===== src/rtl/i2s_serdes.sv =====
// i2s_serdes: bit-level I2S master for the ADAU1761 codec.
//
// Generates bclk/lrclk from clk, serializes stereo DAC frames from a
// stream sink onto sdata_o, and deserializes sdata_i into stereo ADC frames
// on a stream source. Frame packing on both streams is {left, right}, with left in the MSBs.
//
// Ports:
//   clk, reset (async, active-low)
//   sdata_i        ADC serial data from the codec
//   sdata_o        DAC serial data to the codec
//   bclk, lrclk    bit clock / frame clock (lrclk 0 = left, 1 = right)
//   codec_addr     constant CODEC_ADDR
//   dac_sample_*   stream sink   (data, valid, ready)
//   adc_sample_*   stream source (data, valid, ready)
//
// Handshake: a beat transfers on any clk edge where valid && ready are both
// high. A source holds valid and data steady until the transfer. dac_sample_ready and
// adc_sample_valid come straight from flops and do not depend on the other side.
//
// Optional feature: define I2S_SERDES_LOOPBACK_EN so that the RX shifter samples the
// internal sdata_o register instead of sdata_i.
module i2s_serdes #(
  parameter int         CLK_DIV    = 16,
  parameter int         SAMPLE_W   = 24,
  parameter int         SLOT_W     = 32,
  parameter logic [1:0] CODEC_ADDR = 2'b00
) (
  input  logic                  clk,
  input  logic                  reset,
  input  logic                  sdata_i,
  output logic                  sdata_o,
  output logic                  bclk,
  output logic                  lrclk,
  output logic [1:0]            codec_addr,
  input  logic [2*SAMPLE_W-1:0] dac_sample_data,
  input  logic                  dac_sample_valid,
  output logic                  dac_sample_ready,
  output logic [2*SAMPLE_W-1:0] adc_sample_data,
  output logic                  adc_sample_valid,
  input  logic                  adc_sample_ready
);

  localparam int FW = 2 * SAMPLE_W;
  localparam int DW = (CLK_DIV > 1) ? $clog2(CLK_DIV) : 1;
  localparam int BW = $clog2(2 * SLOT_W);

  localparam logic [DW-1:0] DIV_LAST = DW'(CLK_DIV - 1);
  localparam logic [BW-1:0] BIT_LAST = BW'(2 * SLOT_W - 1);
  localparam logic [BW-1:0] SLOT_B   = BW'(SLOT_W);
  localparam logic [BW-1:0] L_LAST   = BW'(SAMPLE_W);
  localparam logic [BW-1:0] R_FIRST  = BW'(SLOT_W + 1);
  localparam logic [BW-1:0] R_LAST   = BW'(SLOT_W + SAMPLE_W);

  logic [DW-1:0]       div_cnt_q, div_cnt_d;
  logic                bclk_q, bclk_d;
  logic [BW-1:0]       bit_cnt_q, bit_cnt_d;
  logic                lrclk_q, lrclk_d;
  logic                sdata_o_q, sdata_o_d;
  logic [FW-1:0]       hold_data_q, hold_data_d;
  logic                hold_full_q, hold_full_d;
  logic [FW-1:0]       tx_frame_q, tx_frame_d;
  logic [FW-1:0]       tx_shift_q, tx_shift_d;
  logic [SAMPLE_W-1:0] rx_left_q, rx_left_d;
  logic [SAMPLE_W-1:0] rx_right_q, rx_right_d;
  logic [FW-1:0]       adc_data_q, adc_data_d;
  logic                adc_valid_q, adc_valid_d;

  logic          tick, rise, fall, wrap;
  logic [BW-1:0] bit_next;
  logic          rx_din;

`ifdef I2S_SERDES_LOOPBACK_EN
  assign rx_din = sdata_o_q;
`else
  assign rx_din = sdata_i;
`endif

  always_comb begin
    div_cnt_d   = div_cnt_q;
    bclk_d      = bclk_q;
    bit_cnt_d   = bit_cnt_q;
    lrclk_d     = lrclk_q;
    sdata_o_d   = sdata_o_q;
    hold_data_d = hold_data_q;
    hold_full_d = hold_full_q;
    tx_frame_d  = tx_frame_q;
    tx_shift_d  = tx_shift_q;
    rx_left_d   = rx_left_q;
    rx_right_d  = rx_right_q;
    adc_data_d  = adc_data_q;
    adc_valid_d = adc_valid_q;

    tick = (div_cnt_q == DIV_LAST);
    rise = tick && !bclk_q;
    fall = tick && bclk_q;
    wrap = fall && (bit_cnt_q == BIT_LAST);
    bit_next = wrap ? '0 : bit_cnt_q + 1'b1;

    div_cnt_d = tick ? '0 : div_cnt_q + 1'b1;
    if (tick) begin
      bclk_d = !bclk_q;
    end

    // lrclk and sdata_o follow the bit index being entered, so lrclk flips one
    // bclk ahead of the channel MSB (the I2S one-bit delay).
    if (fall) begin
      bit_cnt_d = bit_next;
      lrclk_d   = (bit_next >= SLOT_B);
      if (wrap) begin
        // An empty holding register at the wrap replays the previous frame.
        tx_frame_d = hold_full_q ? hold_data_q : tx_frame_q;
        tx_shift_d = hold_full_q ? hold_data_q : tx_frame_q;
        sdata_o_d  = 1'b0;
      end else if (((bit_next != '0) && (bit_next <= L_LAST)) ||
                   ((bit_next >= R_FIRST) && (bit_next <= R_LAST))) begin
        sdata_o_d  = tx_shift_q[FW-1];
        tx_shift_d = {tx_shift_q[FW-2:0], 1'b0};
      end else begin
        sdata_o_d = 1'b0;
      end
    end

    // A handshake is possible only while the holding register is empty. That
    // empty register also makes a coincident wrap replay the old frame, while
    // the new data is kept for the next wrap.
    if (dac_sample_valid && !hold_full_q) begin
      hold_data_d = dac_sample_data;
      hold_full_d = 1'b1;
    end else if (wrap) begin
      hold_full_d = 1'b0;
    end

    if (rise) begin
      if ((bit_cnt_q != '0) && (bit_cnt_q <= L_LAST)) begin
        rx_left_d = {rx_left_q[SAMPLE_W-2:0], rx_din};
      end else if ((bit_cnt_q >= R_FIRST) && (bit_cnt_q <= R_LAST)) begin
        rx_right_d = {rx_right_q[SAMPLE_W-2:0], rx_din};
      end
    end

    // A new frame always wins over an unread one or a coincident handshake.
    if (wrap) begin
      adc_data_d  = {rx_left_q, rx_right_q};
      adc_valid_d = 1'b1;
    end else if (adc_valid_q && adc_sample_ready) begin
      adc_valid_d = 1'b0;
    end
  end

  always_ff @(posedge clk or negedge reset) begin
    if (!reset) begin
      div_cnt_q   <= '0;
      bclk_q      <= 1'b0;
      bit_cnt_q   <= '0;
      lrclk_q     <= 1'b0;
      sdata_o_q   <= 1'b0;
      hold_data_q <= '0;
      hold_full_q <= 1'b0;
      tx_frame_q  <= '0;
      tx_shift_q  <= '0;
      rx_left_q   <= '0;
      rx_right_q  <= '0;
      adc_data_q  <= '0;
      adc_valid_q <= 1'b0;
    end else begin
      div_cnt_q   <= div_cnt_d;
      bclk_q      <= bclk_d;
      bit_cnt_q   <= bit_cnt_d;
      lrclk_q     <= lrclk_d;
      sdata_o_q   <= sdata_o_d;
      hold_data_q <= hold_data_d;
      hold_full_q <= hold_full_d;
      tx_frame_q  <= tx_frame_d;
      tx_shift_q  <= tx_shift_d;
      rx_left_q   <= rx_left_d;
      rx_right_q  <= rx_right_d;
      adc_data_q  <= adc_data_d;
      adc_valid_q <= adc_valid_d;
    end
  end

  assign bclk             = bclk_q;
  assign lrclk            = lrclk_q;
  assign sdata_o          = sdata_o_q;
  assign codec_addr       = CODEC_ADDR;
  assign dac_sample_ready = !hold_full_q;
  assign adc_sample_data  = adc_data_q;
  assign adc_sample_valid = adc_valid_q;

endmodule


===== config.mk =====
export PLATFORM = sky130hd
export DESIGN_NAME = i2s_serdes
export DESIGN_NICKNAME = d
export VERILOG_FILES = /design/src/rtl/i2s_serdes.sv
export SDC_FILE = /design/constraint.sdc
export NUM_CORES = 1
export LEC_CHECK = 0
export CAP_MARGIN = 15
export CORE_AREA = 2 2 198 103
export DETAILED_ROUTE_END_ITERATION = 6
export DIE_AREA = 0 0 200 105
export PLACE_DENSITY = 0.79
export SETUP_SLACK_MARGIN = 0.4
export SYNTH_ARGS = -nofsm -noshare
export SYNTH_HDL_FRONTEND = slang
export SYNTH_SLANG_ARGS = --single-unit

===== constraint.sdc =====
create_clock -name clk -period 3.1 [get_ports clk]
set_clock_uncertainty 0.1 [all_clocks]
set_input_delay 0.62 -clock clk [delete_from_list [all_inputs] [get_ports clk]]
set_output_delay 0.62 -clock clk [all_outputs]
set_load 0.02 [all_outputs]

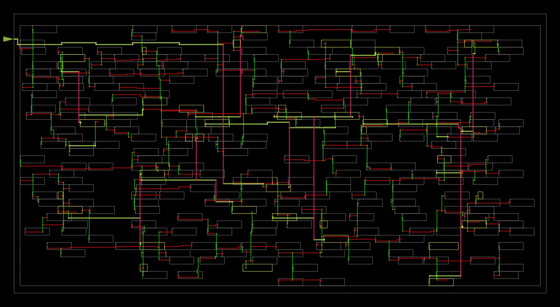
Fig. 1. The clock network.
clock insertion delay at the later pin of the skew report: 0.52 ns
number of flip-flops and latches: 255
number of CTS-inserted buffers: 23
clk_buf instances: 26

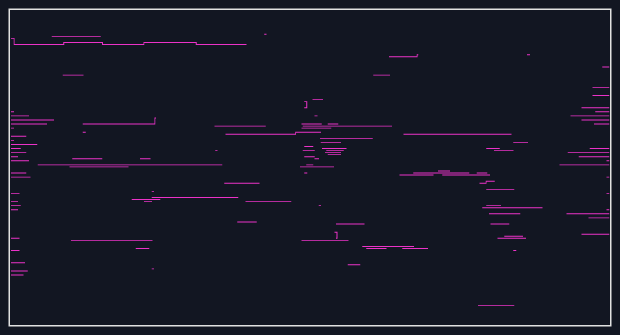
Fig. 2. The metal 3 layer.
(3 px per µm)
wire length on this layer: 1,000 µm
nets with wire on the layer: 80
longest straight run: 61.2 µm
main direction: horizontal

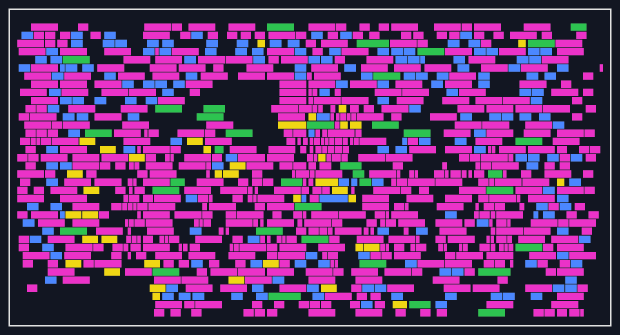
Fig. 3. Drive-strength map.
(3 px per µm)
| color | size | cells | share | most used |
|---|---|---|---|---|
| green | _6 and larger | 36 | 4.1% | clkbuf_16 |
| yellow | _3 and _4 cells | 38 | 4.3% | mux2_4 |
| magenta | _0 and _1 cells | 618 | 71% | dfrtp_1 |
| blue | _2 cells | 184 | 21% | mux2_2 |

[where the power goes]
group	internal (mW)	switching [mW]	total (mW)	leakage (nW)
registers	3.57	0.203	3.78	3.43
logic	0.364	0.253	0.617	2.49
clock network	1.67	1.27	2.94	0.370
[flip-flops by register name (all words and copies together) (netlist names)]
signal            cells
adc_sample_data      48
adc_sample_valid      1
bclk                  1
bit_cnt_q             6
div_cnt_q             4
hold_data_q          48
hold_full_q           1
lrclk                 1
rx_left_q            24
rx_right_q           24
sdata_o               1
tx_frame_q           48
tx_shift_q           48
[final cells by class]
| class | instances | area [µm²] | share of cell area, % |
|---|---|---|---|
| Clock buffer | 26 | 607 | 4.71 |
| Clock inverter | 16 | 174 | 1.35 |
| Inverter | 7 | 26.3 | 0.204 |
| Multi-Input combinational cell | 453 | 4130 | 32.1 |
| Sequential cell | 255 | 6380 | 49.6 |
| Tap cell | 266 | 333 | 2.58 |
| Timing Repair Buffer | 119 | 1220 | 9.48 |
[synth_stat cells (all sizes together), types with 3 or more instances]
cell type | instances | area (µm²)
dfrtp | 255 | 6380
nor2b | 3 | 18.8
a21oi | 3 | 15.0
clkbuf | 20 | 75.1
inv | 7 | 26.3
o21ai | 56 | 280
nand2 | 55 | 206
nor3 | 4 | 20.0
nand4 | 4 | 40.0
mux2i | 48 | 480
a221o | 47 | 470
xnor2 | 4 | 35.0
mux2 | 192 | 2240
buf | 33 | 184
nand3 | 6 | 35.0
a21o | 3 | 22.5
ha | 5 | 62.6
[critical path, stage by stage, from the launching register on]
cell                      delay (ns)
sky130_fd_sc_hd__dfrtp_1        0.40
sky130_fd_sc_hd__ha_1           0.31
sky130_fd_sc_hd__nand3_2        0.20
sky130_fd_sc_hd__nor2_4         0.24
sky130_fd_sc_hd__nand4_4        0.14
sky130_fd_sc_hd__or2_2          0.31
sky130_fd_sc_hd__buf_6          0.28
sky130_fd_sc_hd__mux2_4         0.37
[logic make-up (layout without fill, tap and decap cells)]
kind of cell / Yosys count / count (layout) / share of synthesized area (%)
AOI/OAI and AO/OA: 118 / 118 / 8.21
xor gates and xnor gates: 6 / 6 / 0.488
adders and majority gates: 5 / 5 / 0.581
buffers and inverters: 60 / 168 / 2.65
DFF: 255 / 255 / 59.2
muxes: 240 / 240 / 25.2
other: 1 / 2 / 0.0348
and+or+nand+nor: 82 / 82 / 3.60
[repair_timing]
action,CTS,global route
hold buffers,1,0
endpoints found under the setup margin,47,49
setup buffers,0,0
resized,1,2
pin swaps,0,1
hold endpoints to repair,33,0
[through the flow]
step,hold slack [ns],power (mW)
after global placement,0.363,4.42
after detailed placement,0.379,4.47
after floorplan,0.224,4.17
final,0.397,7.34
after global routing,0.430,7.65
after CTS,0.394,7.41
[worst min path at each step]
stage                   from                  to  slack [ns]  cells after the start
5_1_grt        tx_frame_q[4]       tx_frame_q[4]        0.43                      1
2_1_floorplan          reset  adc_sample_data[0]        0.22                      0
3_5_place_dp           lrclk               lrclk        0.38                      2
3_3_place_gp    div_cnt_q[0]        div_cnt_q[0]        0.36                      1
6_report               lrclk               lrclk        0.40                      2
4_1_cts                lrclk               lrclk        0.39                      2
==> metrics.sh <==
DETAIL_ROUTE.WIRELENGTH.MET1_MM=10.3
MET2_USAGE_PCT=31.8
GRT_START_MAX_NET_PINS=99
FINAL.MIN_CLOCK_PERIOD_NS=2.51
YS_ASYNC_SR_FRACTION_PCT=100
CP_DATA_ARRIVAL_TIME_NS=2.81
FILLERS=1354
DR_WL_MET2_MM=9.44
CTS_NUM_SINKS=255
PLEAK_nW=6.29
SYNTH_FLOP_COUNT=255
DIE-AREA_UM2=21000
SYN-CELL-AREA_UM2=10800
GRT_SETUP_UNREPAIRED='no'
YOSYS-STAT-CELLS=767
IO_PINS=108
POSTSYNTHAREAPERCELL_UM2=14.0
SYNTH.DISTINCT_CELLS=43
DIE_H_UM=105
FINALCOREUTILIZATION_PCT=67.3
IRDROPWORSTVDD_mV=0.437
DATA_REQUIRED_TIME_OF_THE_WORST_PATH_NS=3.40
YS_SEQ_SHARE_PCT=59.2
FINALHOLDVIOLATIONS=0
HPWLAFTERDP_MM=13.1
DRT.ANTENNA.VIOLATING_NETS=0
GRT_ANTENNA_BEFORE_REPAIR=0
TOP_USAGE_LAYER='met1'
MAX_SLEW.WORST_PIN.SLEW_NS=0.609
WIDTH_OF_THE_DIE_UM=200
OUTCOME='finished, final reports clean'
AREAGROWTHSYNTHTOFINISH_PCT=19.5
GRT_PASS1_VIAS=6864
DPL_CELL_AREA_UM2=12100
YOSYS_WARNS=0
CORE_AREA_UM2=19100
VIA_COUNT=6537
CRIT_TYPE='register to register'
CRIT_PATH_START='div_cnt_q[0]'
TOPROUTINGLAYERUSED='met4'
YOSYS.STAT.CHIPAREA_UM2=10800
FINAL_CRITICAL_PATH_SETUP_SLACK_NS=0.591
REGTOREGSETUPSLACK_NS=0.59
TIMING.REG2REG.WORST_PATH_DEPTH=7
GRTUSAGEMET3_PCT=3.62
CTS_ROOT_BUF='sky130_fd_sc_hd__clkbuf_16'
R2R-END='tx_frame_q[43]'
GRT.MET1_USAGE_PCT=32.6
GLOBAL_ROUTE_WIRE_LENGTH_BEFORE_REPAIR_MM=36.1
Power and IR drop assume default switching activity.
